### src/rtl/usr_pkg.sv
// Shared types for the parametrised universal shift register.
package usr_pkg;

  localparam int USR_MODE_W = 3;

  typedef enum logic [USR_MODE_W-1:0] {
    HOLD = 3'd0,
    SHR  = 3'd1,
    SHL  = 3'd2,
    LOAD = 3'd3,
    ROR  = 3'd4,
    ROL  = 3'd5,
    ASR  = 3'd6,
    LSL  = 3'd7
  } usr_mode_e;

  typedef enum logic {
    IDLE = 1'b0,
    RUN  = 1'b1
  } usr_state_e;

endpackage

### src/rtl/usr_shift_unit.sv
// Combinational next-value function of the universal shift register.
module usr_shift_unit
  import usr_pkg::*;
#(
  parameter int WIDTH = 8
) (
  input  usr_mode_e                  i_mode,
  input  logic [$clog2(WIDTH)-1:0]   i_shamt,
  input  logic [WIDTH-1:0]           i_cur,
  input  logic [WIDTH-1:0]           i_pin,
  input  logic                       i_slin,
  input  logic                       i_srin,
  output logic [WIDTH-1:0]           o_nxt
);

  logic [WIDTH-1:0] w_ror;
  logic [WIDTH-1:0] w_rol;
  logic [WIDTH-1:0] w_asr;
  logic [WIDTH-1:0] w_lsl;

  // A shift by WIDTH yields zero, so shamt=0 rotates cleanly to the input.
  assign w_ror = (i_cur >> i_shamt) | (i_cur << (WIDTH - int'(i_shamt)));
  assign w_rol = (i_cur << i_shamt) | (i_cur >> (WIDTH - int'(i_shamt)));
  assign w_asr = $signed(i_cur) >>> i_shamt;
  assign w_lsl = i_cur << i_shamt;

  // Next-value mux over the eight modes.
  always_comb begin
    o_nxt = i_cur;
    case (i_mode)
      HOLD:    o_nxt = i_cur;
      SHR:     o_nxt = {i_slin, i_cur[WIDTH-1:1]};
      SHL:     o_nxt = {i_cur[WIDTH-2:0], i_srin};
      LOAD:    o_nxt = i_pin;
      ROR:     o_nxt = w_ror;
      ROL:     o_nxt = w_rol;
      ASR:     o_nxt = w_asr;
      LSL:     o_nxt = w_lsl;
      default: o_nxt = i_cur;
    endcase
  end

endmodule

### src/rtl/param_universal_shift_reg.sv
// Parametrised universal shift register with a repeat-N burst engine.
module param_universal_shift_reg
  import usr_pkg::*;
#(
  parameter int WIDTH   = 8,
  parameter int SHAMT_W = $clog2(WIDTH),
  parameter int CNT_W   = 8
) (
  input  logic               clk,
  input  logic               rst_n,
  input  logic               en_i,
  input  logic [2:0]         mode_i,
  input  logic [SHAMT_W-1:0] shamt_i,
  input  logic               slin_i,
  input  logic               srin_i,
  input  logic [WIDTH-1:0]   pin_i,
  input  logic               start_i,
  input  logic [CNT_W-1:0]   count_i,
  input  logic               abort_i,
  output logic [WIDTH-1:0]   pout_o,
  output logic               sout_r_o,
  output logic               sout_l_o,
  output logic               busy_o,
  output logic               done_o
);

  if ((WIDTH < 4) || ((WIDTH & (WIDTH - 1)) != 0)) begin : g_bad_width
    $error("param_universal_shift_reg: WIDTH must be a power of two >= 4");
  end

  localparam logic [CNT_W-1:0] CNT_ONE  = CNT_W'(1'b1);
  localparam logic [CNT_W-1:0] CNT_ZERO = '0;

  usr_state_e         r_state;
  usr_state_e         w_state_nxt;
  usr_mode_e          r_mode;
  logic [SHAMT_W-1:0] r_shamt;
  logic [CNT_W-1:0]   r_cnt;
  logic [WIDTH-1:0]   r_pout;
  logic               r_done;

  usr_mode_e          w_op_mode;
  logic [SHAMT_W-1:0] w_op_shamt;
  logic               w_apply;
  logic               w_accept;
  logic               w_done_nxt;
  logic [WIDTH-1:0]   w_nxt;

  // State register.
  always_ff @(posedge clk or negedge rst_n) begin
    if (!rst_n) begin
      r_state <= IDLE;
    end else begin
      r_state <= w_state_nxt;
    end
  end

  // Next-state logic; start outranks en, abort outranks the final count.
  always_comb begin
    w_state_nxt = r_state;
    case (r_state)
      IDLE: begin
        if (start_i && (count_i != CNT_ZERO)) begin
          w_state_nxt = RUN;
        end else begin
          w_state_nxt = IDLE;
        end
      end
      RUN: begin
        if (abort_i || (r_cnt == CNT_ONE)) begin
          w_state_nxt = IDLE;
        end else begin
          w_state_nxt = RUN;
        end
      end
      default: w_state_nxt = IDLE;
    endcase
  end

  // Output/datapath control decoded from the current state.
  always_comb begin
    w_op_mode  = usr_mode_e'(mode_i);
    w_op_shamt = shamt_i;
    w_apply    = 1'b0;
    w_accept   = 1'b0;
    w_done_nxt = 1'b0;
    case (r_state)
      IDLE: begin
        if (start_i) begin
          w_accept   = (count_i != CNT_ZERO);
          w_done_nxt = (count_i == CNT_ZERO);
        end else begin
          w_apply = en_i;
        end
      end
      RUN: begin
        w_op_mode  = r_mode;
        w_op_shamt = r_shamt;
        if (abort_i) begin
          w_apply = 1'b0;
        end else begin
          w_apply    = 1'b1;
          w_done_nxt = (r_cnt == CNT_ONE);
        end
      end
      default: begin
        w_apply = 1'b0;
      end
    endcase
  end

  usr_shift_unit #(
    .WIDTH (WIDTH)
  ) u_shift_unit (
    .i_mode  (w_op_mode),
    .i_shamt (w_op_shamt),
    .i_cur   (r_pout),
    .i_pin   (pin_i),
    .i_slin  (slin_i),
    .i_srin  (srin_i),
    .o_nxt   (w_nxt)
  );

  // Data register, burst latches, repeat counter and done pulse.
  always_ff @(posedge clk or negedge rst_n) begin
    if (!rst_n) begin
      r_pout  <= '0;
      r_mode  <= HOLD;
      r_shamt <= '0;
      r_cnt   <= '0;
      r_done  <= 1'b0;
    end else begin
      r_done <= w_done_nxt;
      if (w_apply) begin
        r_pout <= w_nxt;
      end
      if (w_accept) begin
        r_mode  <= usr_mode_e'(mode_i);
        r_shamt <= shamt_i;
        r_cnt   <= count_i;
      end else if (r_state == RUN) begin
        r_cnt <= abort_i ? CNT_ZERO : (r_cnt - CNT_ONE);
      end
    end
  end

  assign pout_o   = r_pout;
  assign sout_r_o = r_pout[0];
  assign sout_l_o = r_pout[WIDTH-1];
  assign busy_o   = (r_state == RUN);
  assign done_o   = r_done;

endmodule

### config.mk
export PLATFORM = sky130hd
export DESIGN_NAME = param_universal_shift_reg
export DESIGN_NICKNAME = d
export VERILOG_FILES = /design/src/rtl/usr_pkg.sv /design/src/rtl/usr_shift_unit.sv /design/src/rtl/param_universal_shift_reg.sv
export SDC_FILE = /design/constraint.sdc
export NUM_CORES = 1
export LEC_CHECK = 0
export CAP_MARGIN = 10
export CORE_AREA = 5 5 93 69
export CTS_BUF_LIST = sky130_fd_sc_hd__clkbuf_8
export DETAILED_ROUTE_END_ITERATION = 16
export DIE_AREA = 0 0 98 74
export GPL_ROUTABILITY_DRIVEN = 1
export PLACE_DENSITY = 0.78
export SLEW_MARGIN = 20
export SYNTH_ARGS = -nofsm -noshare
export SYNTH_HDL_FRONTEND = slang
export SYNTH_SLANG_ARGS = --single-unit
### constraint.sdc
create_clock -name clk -period 2.8 [get_ports clk]
set_input_delay 0.42 -clock clk [delete_from_list [all_inputs] [get_ports clk]]
set_output_delay 0.42 -clock clk [all_outputs]
set_load 0.005 [all_outputs]
Figure 1. Cell sizes after repair.
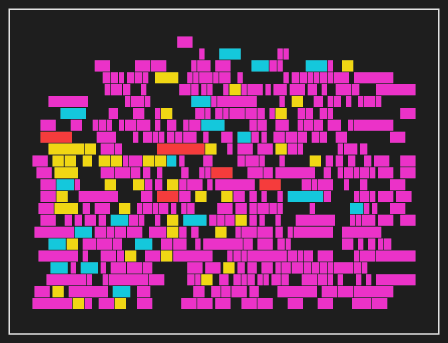
- drive 2: cyan (cells 19; most used mux2_2)
- drive 3 to 4: yellow (cells 39; most used buf_4)
- drive 6 and up: red (cells 5; most used clkbuf_8)
- drive 1 or less: magenta (cells 351; most used nand2_1)

Figure 2. Cells coloured by class.
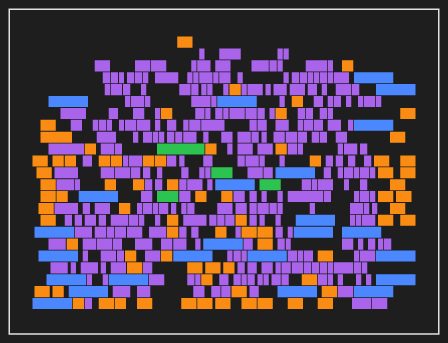
- flops: blue (cells 24)
- all other logic: purple (cells 311)
- clock drivers and dummy loads: green (cells 4)
- other buffers and delay cells: orange (cells 75)

Figure 3. Where the registers sit.
Other sequential cells in the stronger grey, the rest of the logic in the fainter grey.
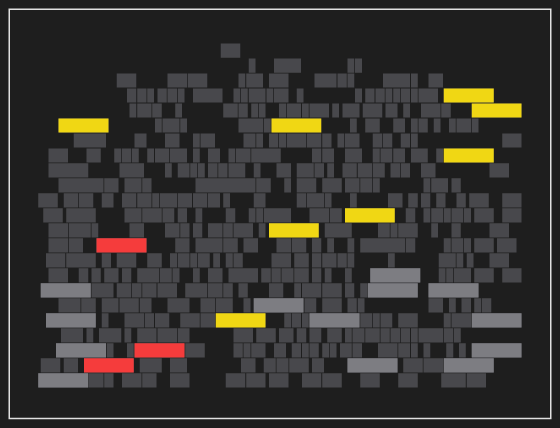
- `r_mode`: red (sequential cells 3)
- `pout_o`: yellow (sequential cells 8)

==> CHANGELOG.md <==
## Flow update

- Setup TNS: 0 ps
- Non-clk buf share: 19.99%
- Critical R2R Launch: busy_o$_DFF_PN0_
- Design Area, Final: between 3000 and 4000 um2
- First-pass GRT wire length: 15160 um
- Status: completed
- Final Max Tran Viols: 0
- Post-CTS Hold Buffers: 0
- Uppermost routed layer: met4
- Cell Rows: 23
- Arr. time, crit path: 2730 ps
- Core area: approximately 5500 um2
- Share of layout cells above drive strength 1: about 15%
- Synth Net Count: between 300 and 400
- Part of the power in registers: between 20 and 25%
- Detail Route Antenna Nets: 0
- Flop area: roughly 600 um2
- Worst Tran Pin Value: 625.3 ps
- Flop count: 24
- Net count reported at finish: ~450
- Synth warnings: 0
- Utilization after layout: between 60% and 70%
- Post-synthesis compound-gate area fraction: 27.88%
- Yosys xor share: about 1.9%
- Ys async rst share: 100.0%
- Register share after synthesis: between 20% and 30%
- Combinational cell power: between 2 and 2.5 mW
- Multi-input combinational area share: 56.16%
- Cts repair resizes: 0
- LEAKAGE: between 1 and 1.5 nW
- Clock power share: 10.0%
- CP Launch Point: shamt_i[1]
- Final-layout clock buffer total: 3
- Seq/total area: between 10% and 20%
- RSZ-0062 raised after global routing: no
- WP buf/inv: 2
- Adder Area Share: under 10%
- Antenna violations before repair: 0
- Post-synth EDFFs: 0
- Clk latency late pin: ~280 ps
- Tapcell count: about 75
- Clk pwr: about 0.33 mW
- Post-synth regs: 24
- Final hold slack: between 500 and 600 ps
- Post-Route WL: 9704 um
- Critical path, cell by cell: clkdlybuf4s50_1 -> mux2_2 -> inv_1 -> ha_1 -> xnor2_1 -> mux2i_1 -> o21ai_2 -> a21oi_1 -> o211ai_1 -> o21a_1
- Root Buffer Master: clkbuf_8
- N_diodes: 0
- Worst Setup EP: pout_o[6]$_DFFE_PN0P_
- GR met2 Demand/Resource: between 40% and 50%
- Number of global-route vias before repair: ~2.8k
- Layout fillers: 493
- Crit. End Element: flop
- Synthesis area per yosys: approximately 2700 um2
- Top-count cell post-synth: nand2_1
- Worst-path maximum fanout: 5
- Top cells by count, synth: nand2_1 (67), nor2_1 (34), dfrtp_1 (24)
- Syn Area/Cell: 7.431 um2
- Area Growth Syn to Fin: 25.28%
- Largest net degree at the start of global routing: 27
- Sw Pwr: roughly 1.6 mW
- Simple share: roughly a quarter
- Clock buffer depth: 2
- Tool warning count: 27
- Initial Util: approximately half
- Distinct cells, synth: between 60 and 70
- Cell family with most CP delay: buffers and inverters
- GR Layer Usage met3: 6.373%
- Fin crit share: 90.70%
- Worst Skew: 12.37 ps
- Global Route met1 Usage: a little under two fifths
- Reg-to-reg endpoint: pout_o[0]$_DFFE_PN0P_
- Clk tree area frac: under 10%
- Final setup violation count: 0
- Comb power frac: just under 70%
- Internal cell power: around 1.6 mW
- Setup WS post-layout: approximately 260 ps
- Element type at the critical path start: input port
- Stages on worst setup path: 10
- Minimum clock period after layout: around 2500 ps
- IO Count: 41
- Chip area: a little over 7000 um2
- Clk slew on worst S/H paths: 110 ps
- Vias: 3134
- Max frequency: just under 400 MHz
- Final GP Congestion: between 1 and 1.5
- DR vias/cell: around 6.4
- Hold Path Class: in -> async
- CP peak stage delay: 540 ps
- Drt drc: 0
- Final Hold Violation Tally: 0
- Die width: just under 100 um
- Non-CTS buffers: 75
- Drt pass-1 iters: 5
- Leading cell kind: logic gates
- DR iter-0 viols: approximately 470
- Dominant flop cell: dfrtp_1
- Met2 wire length: approximately 4100 um
- Area occupied by multi-input gates: 1898 um2
- VDD IR max: 0.5365 mV
- CTS Buf Count: 3
- Top cells excl fill/tap: nand2_1 (67), clkdlybuf4s50_1 (40), nor2_1 (34), buf_4 (34), dfrtp_1 (24)
- Switch share: between 40% and 50%
- Fin cells: a little under 500
- Die Y: 74 um
- HPWL Detailed: 7191 um
- Place WS: 12.11 ps
- Cells after synthesis: 363
- CP required: around 3000 ps
- Yosys cell count: between 300 and 400
- R2R setup slack: 310 ps
- GRT overflow: 0
- Dominant logic cell type in the layout: nand2_1
- Area leader share: about 22%
- Tot Pwr: 3.258 mW
- Largest logic family: AND-OR/OR-AND gates
- Slew Limit Headroom: between 50% and 60%
- Wire length on met1: between 4000 and 5000 um
- Pwr per Cell Area: 963.9 nW/um2
- Placed inst area: about 3300 um2
- CTS tree: built
- Post-CTS Setup Inserts: 0
- CTS H-tree depth: 1
- Non-CTS inverters: 10
- R2R cell count: 11
- Post-synthesis instance area: between 2000 and 3000 um2
- Area leader, netlist: dfrtp_1
- DR WL met3: around 1200 um
- Multi-In Gates: about 300
Figure 4. Cell area per tile.
10 x 7 tiles, from black (low) to pale yellow (high), 0 to 100% covered.
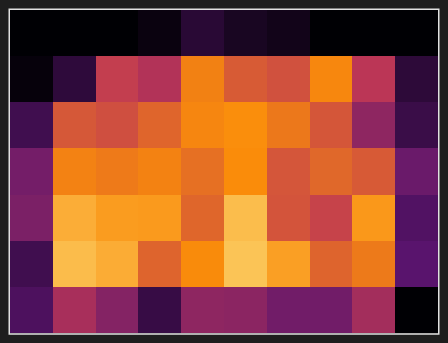
- nearly empty tiles: 11%
- densest ninth of the die: centre
- mean over tiles: 45%
- fullest tile: 87%

Figure 5. Track usage over the die.
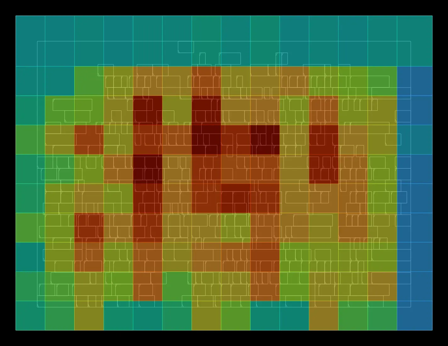
grt peak-use layer: met2
Total GRT Usage: 26.35%
drt wl/cell: 19.84 um

Power figures rest on the tool's default switching activity, not on a simulated workload.
